run_1/met1.png
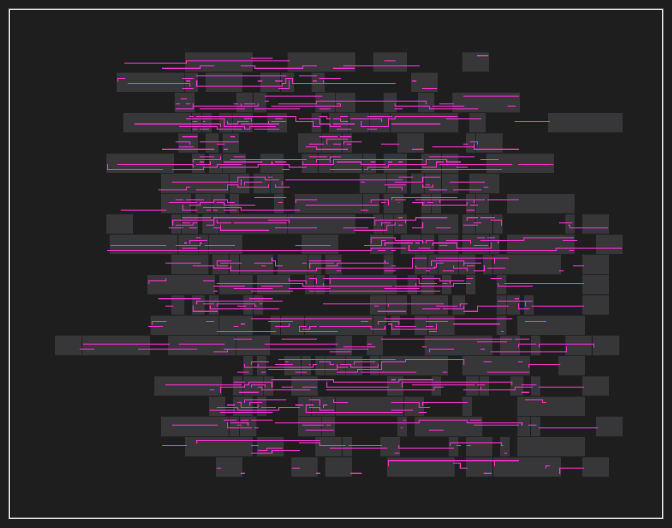
run_1/met2.png
The bar under the picture is 20 um long.
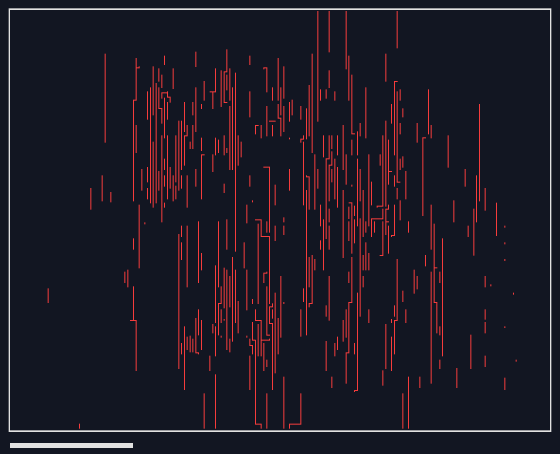
run_1/met3.png
The bar under the picture is 20 um long.
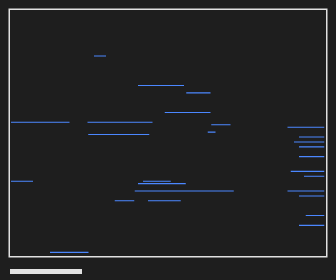
run_1/final_clocks.png
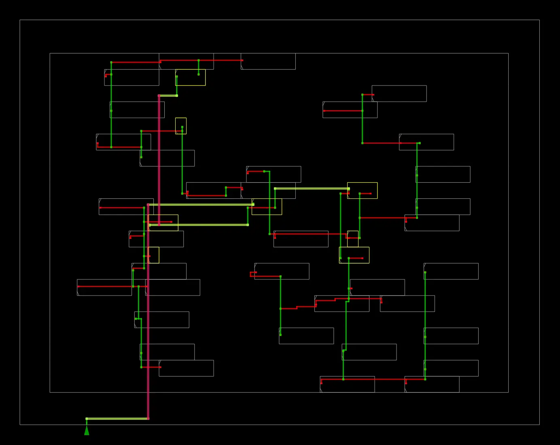
## config.mk

```make
export PLATFORM = sky130hd
export DESIGN_NAME = sar_controller
export DESIGN_NICKNAME = d
export VERILOG_FILES = /design/src/rtl/sar_controller.sv
export SDC_FILE = /design/constraint.sdc
export NUM_CORES = 1
export LEC_CHECK = 0
export CAP_MARGIN = 20
export CORE_ASPECT_RATIO = 0.75
export CORE_MARGIN = 5
export CORE_UTILIZATION = 40
export CTS_CLUSTER_SIZE = 12
export DETAILED_ROUTE_END_ITERATION = 10
export GPL_TIMING_DRIVEN = 0
export PLACE_DENSITY = 0.68
export SYNTH_ARGS = -nofsm -noshare
export SYNTH_HDL_FRONTEND = slang
export SYNTH_SLANG_ARGS = --single-unit
```

## constraint.sdc

```tcl
create_clock -name clk -period 2.8 [get_ports clk]
set_clock_uncertainty 0.1 [all_clocks]
set_input_delay 0.7 -clock clk [delete_from_list [all_inputs] [get_ports clk]]
set_output_delay 0.7 -clock clk [all_outputs]
set_load 0.1 [all_outputs]
```

## src/rtl/sar_controller.sv

```systemverilog
// Successive-approximation ADC controller: drives MSB-first trial codes to the DAC
// path, samples a synchronized comparator and publishes each result with a done pulse.
module sar_controller #(
    parameter int WIDTH         = 8,
    parameter int SETTLE_CYCLES = 1000,
    parameter int SYNC_STAGES   = 2
) (
    input  logic             clk,
    input  logic             reset,
    input  logic             enable,
    input  logic             start,
    input  logic             continuous,
    input  logic             comp_in,
    output logic [WIDTH-1:0] sar_duty_cycle,
    output logic [WIDTH-1:0] result,
    output logic             done,
    output logic             busy,
    output logic [1:0]       state_dbg
);

    localparam int CNT_W = (SETTLE_CYCLES > 2) ? $clog2(SETTLE_CYCLES) : 1;
    localparam int IDX_W = (WIDTH > 1) ? $clog2(WIDTH) : 1;
    localparam logic [CNT_W-1:0] CNT_RELOAD = CNT_W'(SETTLE_CYCLES - 1);
    localparam logic [IDX_W-1:0] IDX_MSB    = IDX_W'(WIDTH - 1);
    localparam logic [WIDTH-1:0] MSB_CODE   = WIDTH'(1) << (WIDTH - 1);

    if (SYNC_STAGES < 2) begin : g_bad_sync
        $error("sar_controller: SYNC_STAGES must be at least 2");
    end
    if (SETTLE_CYCLES < SYNC_STAGES + 2) begin : g_bad_settle
        $error("sar_controller: SETTLE_CYCLES must be at least SYNC_STAGES + 2");
    end

    typedef enum logic [1:0] {
        IDLE   = 2'd0,
        SETTLE = 2'd1,
        SAMPLE = 2'd2
    } state_t;

    state_t           state_q, state_d;
    logic [WIDTH-1:0] code_q, code_d;
    logic [WIDTH-1:0] result_q, result_d;
    logic [IDX_W-1:0] idx_q, idx_d;
    logic [CNT_W-1:0] cnt_q, cnt_d;
    logic             busy_q, busy_d;
    logic             done_q, done_d;
    logic [WIDTH-1:0] bit_mask;
    logic [WIDTH-1:0] code_kept;

    logic [SYNC_STAGES-1:0] sync_q;
    logic                   comp_s;

    always_ff @(posedge clk or posedge reset) begin
        if (reset) begin
            sync_q <= '0;
        end else begin
            sync_q <= {sync_q[SYNC_STAGES-2:0], comp_in};
        end
    end

    assign comp_s = sync_q[SYNC_STAGES-1];

    always_ff @(posedge clk or posedge reset) begin
        if (reset) begin
            state_q  <= IDLE;
            code_q   <= '0;
            result_q <= '0;
            idx_q    <= '0;
            cnt_q    <= '0;
            busy_q   <= 1'b0;
            done_q   <= 1'b0;
        end else begin
            state_q  <= state_d;
            code_q   <= code_d;
            result_q <= result_d;
            idx_q    <= idx_d;
            cnt_q    <= cnt_d;
            busy_q   <= busy_d;
            done_q   <= done_d;
        end
    end

    // Handshake: start is accepted only in IDLE with enable high (never queued);
    // done is a single-cycle pulse coincident with result taking its new value.
    always_comb begin
        state_d   = state_q;
        code_d    = code_q;
        result_d  = result_q;
        idx_d     = idx_q;
        cnt_d     = cnt_q;
        busy_d    = busy_q;
        done_d    = 1'b0;
        bit_mask  = WIDTH'(1) << idx_q;
        code_kept = comp_s ? code_q : (code_q & ~bit_mask);

        if (!enable) begin
            state_d = IDLE;
            code_d  = '0;
            busy_d  = 1'b0;
        end else begin
            case (state_q)
                IDLE: begin
                    if (start) begin
                        state_d = SETTLE;
                        code_d  = MSB_CODE;
                        idx_d   = IDX_MSB;
                        cnt_d   = CNT_RELOAD;
                        busy_d  = 1'b1;
                    end
                end
                SETTLE: begin
                    if (cnt_q == '0) begin
                        state_d = SAMPLE;
                    end else begin
                        cnt_d = cnt_q - CNT_W'(1);
                    end
                end
                SAMPLE: begin
                    if (idx_q != '0) begin
                        idx_d   = idx_q - IDX_W'(1);
                        code_d  = code_kept | (bit_mask >> 1);
                        cnt_d   = CNT_RELOAD;
                        state_d = SETTLE;
                    end else begin
                        result_d = code_kept;
                        done_d   = 1'b1;
                        if (continuous) begin
                            // Back-to-back conversion: no idle cycle, busy stays high.
                            code_d  = MSB_CODE;
                            idx_d   = IDX_MSB;
                            cnt_d   = CNT_RELOAD;
                            state_d = SETTLE;
                        end else begin
                            code_d  = '0;
                            busy_d  = 1'b0;
                            state_d = IDLE;
                        end
                    end
                end
                default: begin
                    state_d = IDLE;
                    code_d  = '0;
                    busy_d  = 1'b0;
                end
            endcase
        end
    end

    assign sar_duty_cycle = code_q;
    assign result         = result_q;
    assign done           = done_q;
    assign busy           = busy_q;
    assign state_dbg      = state_q;

endmodule

```

==> run summary, run 1 <==
Status of the implementation.

- The run finished with clean final reports.
- The STA report counts the stages on the worst setup path as 1.
- The number of nets produced by synthesis is 203, for reference.
- The global routing report lists combined usage of all routing layers as 15.0%.
- The count of standard-cell rows is 21, for reference.
- Counting flops and latches in the post-synthesis netlist gives 35.
- In this run switching power makes up 27.8% of total power.
- The pin closest to its max-slew limit shows a slew of 0.978 ns.
- The count of routing violations after the opening detailed-route iteration is 102, for reference.
- The worst setup path is captured at an output pin.
- Per STA, the highest per-stage delay on the worst path measures 1.16 ns.
- The number of standard cells reported by yosys is 191, for reference.
- The number of buffer and inverter instances along the worst setup path is 1, for reference.
- The number of placed instances with taps included is 274, for reference.
- The via count of the first global-routing pass is 1413.
- The flop-to-flop setup slack is 0.53 ns, for reference.
- In the synthesized netlist the async set-or-reset flop fraction comes to 100%.
- Looking at the critical path, the single cell with the biggest stage delay is clkdlybuf4s50_1.
- By count the netlist is led by dfrtp_1, nand2_1, inv_1.
- The die footprint is 5970 um^2, for reference.
- The signal on the critical path passes through clkdlybuf4s50_1.
- The clock edge transition at the registers on the reported setup and hold paths is 0.07 ns, for reference.
- In this run the power spent charging and discharging nets is 284 uW.
- The root buffer cell chosen for the clock tree is clkbuf_8.
- The detail-routed via count per cell is 5.22, for reference.
- The critical path endpoint has a required time of 2.00 ns.
- The reg-to-reg endpoint is cnt_q[0], for reference.
- The mapped netlist covers 1810 um^2.
- Looking at the clock tree report, the maximum root-to-sink buffer count equals 2.
- For this run, global-route usage on met3 was measured as 3.97%.
- After synthesis, the chip area reported by Yosys is 1810 um^2.
- The met1 demand-to-capacity share in global routing is 22.8%, for reference.
Back to the opening pictures, met1.png:
The longest straight run is 35.4 um. The layer holds 51% of the routed length.

Back to the opening pictures, met2.png:
184 nets have wire on it. The longest straight run is 28.9 um. The wires run mostly vertical. The layer carries 1620 um of wire. The layer holds 41% of the routed length.

Back to the opening pictures, met3.png:
The longest straight run is 27.1 um. 24 nets have wire on it. The layer carries 249 um of wire.

Back to the opening pictures, final_clocks.png:
number of buffers created by CTS: 5
clock network latency to the later pin of the worst-skew pair: 0.29 ns
clock sinks: 35
num sequential: 35

[run 1: state kept, by name, indices dropped and copies added, names as in the netlist]
| signal | count |
|---|---|
| sar_duty_cycle | 8 |
| busy | 1 |
| done | 1 |
| idx_q | 3 |
| result | 8 |
| cnt_q | 10 |
| state_dbg | 2 |
| sync_q | 2 |
[run 1: worst min-delay path by stage]
stage,from,endpoint,slack [ns],depth (start not counted)
final,sync_q[0],sync_q[1],0.25,0
after global routing,sync_q[0],sync_q[1],0.26,0
after CTS,sync_q[0],sync_q[1],0.25,0
after global placement,sync_q[0],sync_q[1],0.23,0
after floorplan,sync_q[0],sync_q[1],0.23,0
after detailed placement,sync_q[0],sync_q[1],0.24,0
[run 1: stage by stage]
step                setup WS (ns)  util, %
floorplan                   0.406        -
global placement            0.101     48.2
detailed placement          0.108     48.8
CTS                        0.0278     50.7
global route               0.0830     50.8
finish                      0.140     50.8
[run 1: repair_timing]
item	in CTS	in global routing
endpoints found under the setup margin	0	1
buffers inserted	0	0
resized	0	1
[run 1: per-layer routing]
layer  vias up  wire, um
li1        744         -
met1       684      2030
met2        41      1620
met3         4       248
met4         0        57
met5         -         0
[run 1: cells by family (layout without fill, tap and decap cells)]
kind of cell    after synthesis  in the layout  share of synthesized area [%]
simple gates                 76             76                           22.5
compound gates               47             47                           17.0
flops                        35             35                           48.5
buf+inv                      25             59                           6.65
fa+ha+maj                     6              6                           4.16
mux                           2              2                           1.18
[run 1: power by group through the flow]
stage	clock network (mW)	logic (mW)	registers [mW]
after floorplan	0	0.0664	0.570
after global placement	0	0.125	0.548
after detailed placement	0	0.131	0.548
after CTS	0.367	0.132	0.538
after global routing	0.394	0.147	0.541
final	0.354	0.130	0.539
[run 1: cell usage in the layout (no fill, tap or decap), drive strengths merged, types with 2 or more instances in the layout]
| master | netlist | routed |
|---|---|---|
| a22o | 3 | 3 |
| o31ai | 9 | 9 |
| o22ai | 3 | 3 |
| o21ai | 14 | 14 |
| buf | 4 | 5 |
| inv | 17 | 17 |
| nor3b | 3 | 3 |
| nor3 | 4 | 4 |
| nand4 | 3 | 3 |
| or4 | 4 | 4 |
| a21oi | 4 | 4 |
| and4 | 2 | 2 |
| nor2 | 10 | 10 |
| or3 | 3 | 3 |
| dfrtp | 35 | 35 |
| and2 | 5 | 5 |
| nand3 | 7 | 7 |
| a31oi | 5 | 5 |
| ha | 6 | 6 |
| clkinv | 0 | 3 |
| nor2b | 4 | 4 |
| clkdlybuf4s50 | 0 | 24 |
| clkbuf | 4 | 9 |
| nand2 | 23 | 23 |
| a22oi | 4 | 4 |
[run 1: cell type report]
class | count | area (um^2)
clock buffer | 5 | 68.8
tap | 57 | 71.3
buffer | 8 | 56.3
clock inverter | 3 | 15.0
fill | 420 | 2170
multi-input combinational | 131 | 810
sequential | 35 | 876
inverter | 17 | 63.8
timing repair buffer | 26 | 280
## Run 2: what changed since run 1
--- a/config.mk
+++ b/config.mk
@@ -12,7 +12,7 @@
 export CTS_CLUSTER_SIZE = 12
 export DETAILED_ROUTE_END_ITERATION = 10
 export GPL_TIMING_DRIVEN = 0
-export PLACE_DENSITY = 0.68
+export PLACE_DENSITY_LB_ADDON = 0.15
 export SYNTH_ARGS = -nofsm -noshare
 export SYNTH_HDL_FRONTEND = slang
 export SYNTH_SLANG_ARGS = --single-unit
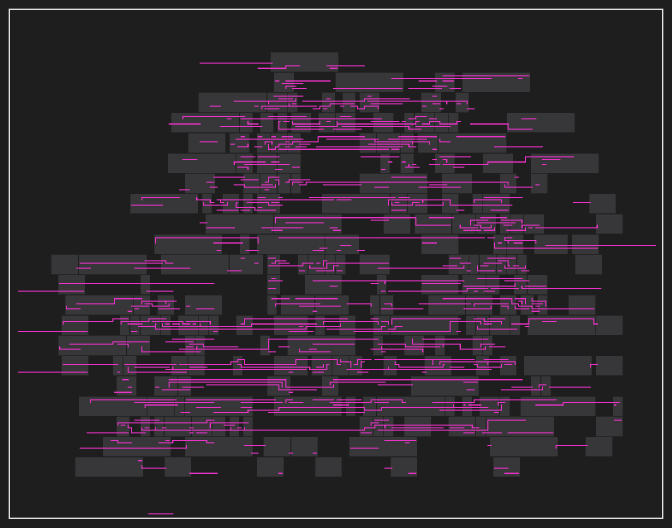
run_2/met1.png
drt total wl: 3.91 mm
global-route track usage on met1: 21.6%
number of vias after detailed routing: 1482

==> run summary, run 2 <==
Status of the implementation.

- The count of routing violations after the opening detailed-route iteration is 94, for reference.
- Clock latency on the worst-skew pair, taken at its later pin, is 0.28 ns.
- The worst setup path is launched from a flip-flop.
- Counting flops per register, the top entry is cnt_q.
- In the final routed layout, each cell accounts on average for 13.8 um.
- The number of buffer and inverter instances along the worst setup path is 1, for reference.
- For this run, the chip area from Yosys synthesis comes to 1810 um^2.
- The run finished with clean final reports.
- Yosys instantiated no cell more often than dfrtp_1.
- The clock sink count is 35, for reference.
- The data required time of the critical path is 2.00 ns, for reference.
- The antenna diode instance count is 0, for reference.
- Looking at the clock tree report, the maximum root-to-sink buffer count equals 2.
- The hold path startpoint is sync_q[0], for reference.
- The script logs the ratio of routed vias to standard cells as 5.26.
- The die footprint is 5970 um^2, for reference.
- For this design, Yosys synthesis ends with a cell count of 191.
- The share of synthesized area in the top cell type comes to 48.5%.
- The clock buffer count from CTS is 5, for reference.
- In this run the core area contains 21 standard-cell rows.
- Listed in order, past its start point the critical path passes clkdlybuf4s50_1.
- The number of gates on the worst path with buffers counted is 1, for reference.
- The reg-to-reg endpoint is cnt_q[0], for reference.
- The library cell contributing the largest single delay on the critical path is clkdlybuf4s50_1, for reference.
- The flop-to-flop setup slack is 0.52 ns, for reference.
- The mapped netlist covers 1810 um^2.
- The sequential cell area fraction in the yosys report is 48.5%, for reference.
- In the layout the commonest cells are dfrtp_1, clkdlybuf4s50_1, nand2_1.
- Looking at the setup timing report, the critical path kind is reg -> out.
- Looking at the worst setup and hold paths, the clock pins of their registers show a slew of 0.07 ns.
- The root buffer cell is clkbuf_8, for reference.
- The register with the most flip-flops in the layout has 10 of them.
- Along the worst hold path, the cell count comes to 0.
- Counting every instance in the synthesized netlist gives 191.
- The endpoint of the worst hold-timing path is sync_q[1], for reference.
- Post-CTS timing repair inserted 0 buffers for setup.
- Per the synth log, the flip-flop and latch total comes to 35.
- The maximum single-stage delay on the critical path is 1.16 ns, for reference.
- The count of maximum capacitance violations is 0, for reference.
- The number of hold violations in the final report is 0, for reference.
- In the synthesized netlist the async set-or-reset flop fraction comes to 100%.
- Per the GRT congestion report, total overflow comes to 0.
- The most common logic cell in the routed design is dfrtp_1, for reference.
- The critical path endpoint category is an output pin, for reference.
- The via count of the first global-routing pass came to 1481.
- The slew at the pin closest to its max-slew limit is 0.976 ns, for reference.
- Counting instances in the post-synthesis netlist gives the leading cell types as dfrtp_1, nand2_1, inv_1.
- The post-layout utilization of the core is 51.1%, for reference.
- Global routing used 15.2% of the available tracks across all layers.
- The number of nets handed over by synthesis was 203.
[run 2: cell counts after synthesis]
No cell type changed its count.
[run 2: how the worst max path moves through the flow]
| stage | from | endpoint |
|---|---|---|
| 2_1_floorplan | state_dbg[1] | cnt_q[0] |
| 6_report | state_dbg[1] | state_dbg[1] |
| 3_3_place_gp | enable | cnt_q[0] |
| 5_1_grt | state_dbg[1] | state_dbg[1] |
| 4_1_cts | state_dbg[0] | state_dbg[0] |
| 3_5_place_dp | enable | cnt_q[0] |
[run 2: where the power goes]
part	internal (mW)	switching [mW]
sequential	0.521	0.0173
clock	0.225	0.175
combinational	0.0474	0.0844
total	0.793	0.276
[run 2: stage by stage]
step           std cells  setup slack, ns  hold slack [ns]
6_report             282            0.150            0.252
5_1_grt              282           0.0766            0.273
4_1_cts              282           0.0305            0.254
3_5_place_dp         274            0.116            0.238
3_3_place_gp         273            0.119            0.237
2_1_floorplan        191            0.406            0.231
[run 2: repair_timing]
action / 4_1_cts / 5_1_grt
gates resized: 0 / 1
endpoints found under the setup margin: 0 / 1
hold endpoints to repair: 0 / 0
[run 2: routing by layer]
metal / wire, um / up-vias / GRT usage, %
met5: 0 / - / 0
met1: 2090 / 704 / 21.6
met2: 1570 / 28 / 22.3
li1: - / 746 / -
met3: 202 / 4 / 4.21
met4: 37 / 0 / 5.17
[run 2: worst register-to-register path, cell delays in order, from the launching register on]
cell     delay, ns
dfrtp_1       0.41
inv_1         0.11
ha_1          0.22
buf_6         0.14
nor3b_1       0.16
a211o_1       0.34
buf_6         0.15
nor2_1        0.18
mux2_2        0.36
[run 2: cell families (layout without fill, tap and decap cells)]
logic type      count (synthesis)  count (layout)  synth area share, %
flops                          35              35                 48.5
fa+ha+maj                       6               6                 4.16
simple gates                   76              76                 22.5
mux                             2               2                 1.18
buf+inv                        25              59                 6.65
compound gates                 47              47                 17.0
[run 2: final cells by class]
type,count,area (um^2)
inverters,17,63.8
fillers,406,2160
plain buffers,8,56.3
well taps,57,71.3
multi-input cells,131,810
clock buffers,8,100
repair buffers,26,280
flip-flops and latches,35,876
Power figures rest on the tool's default switching activity, not on a simulated workload.
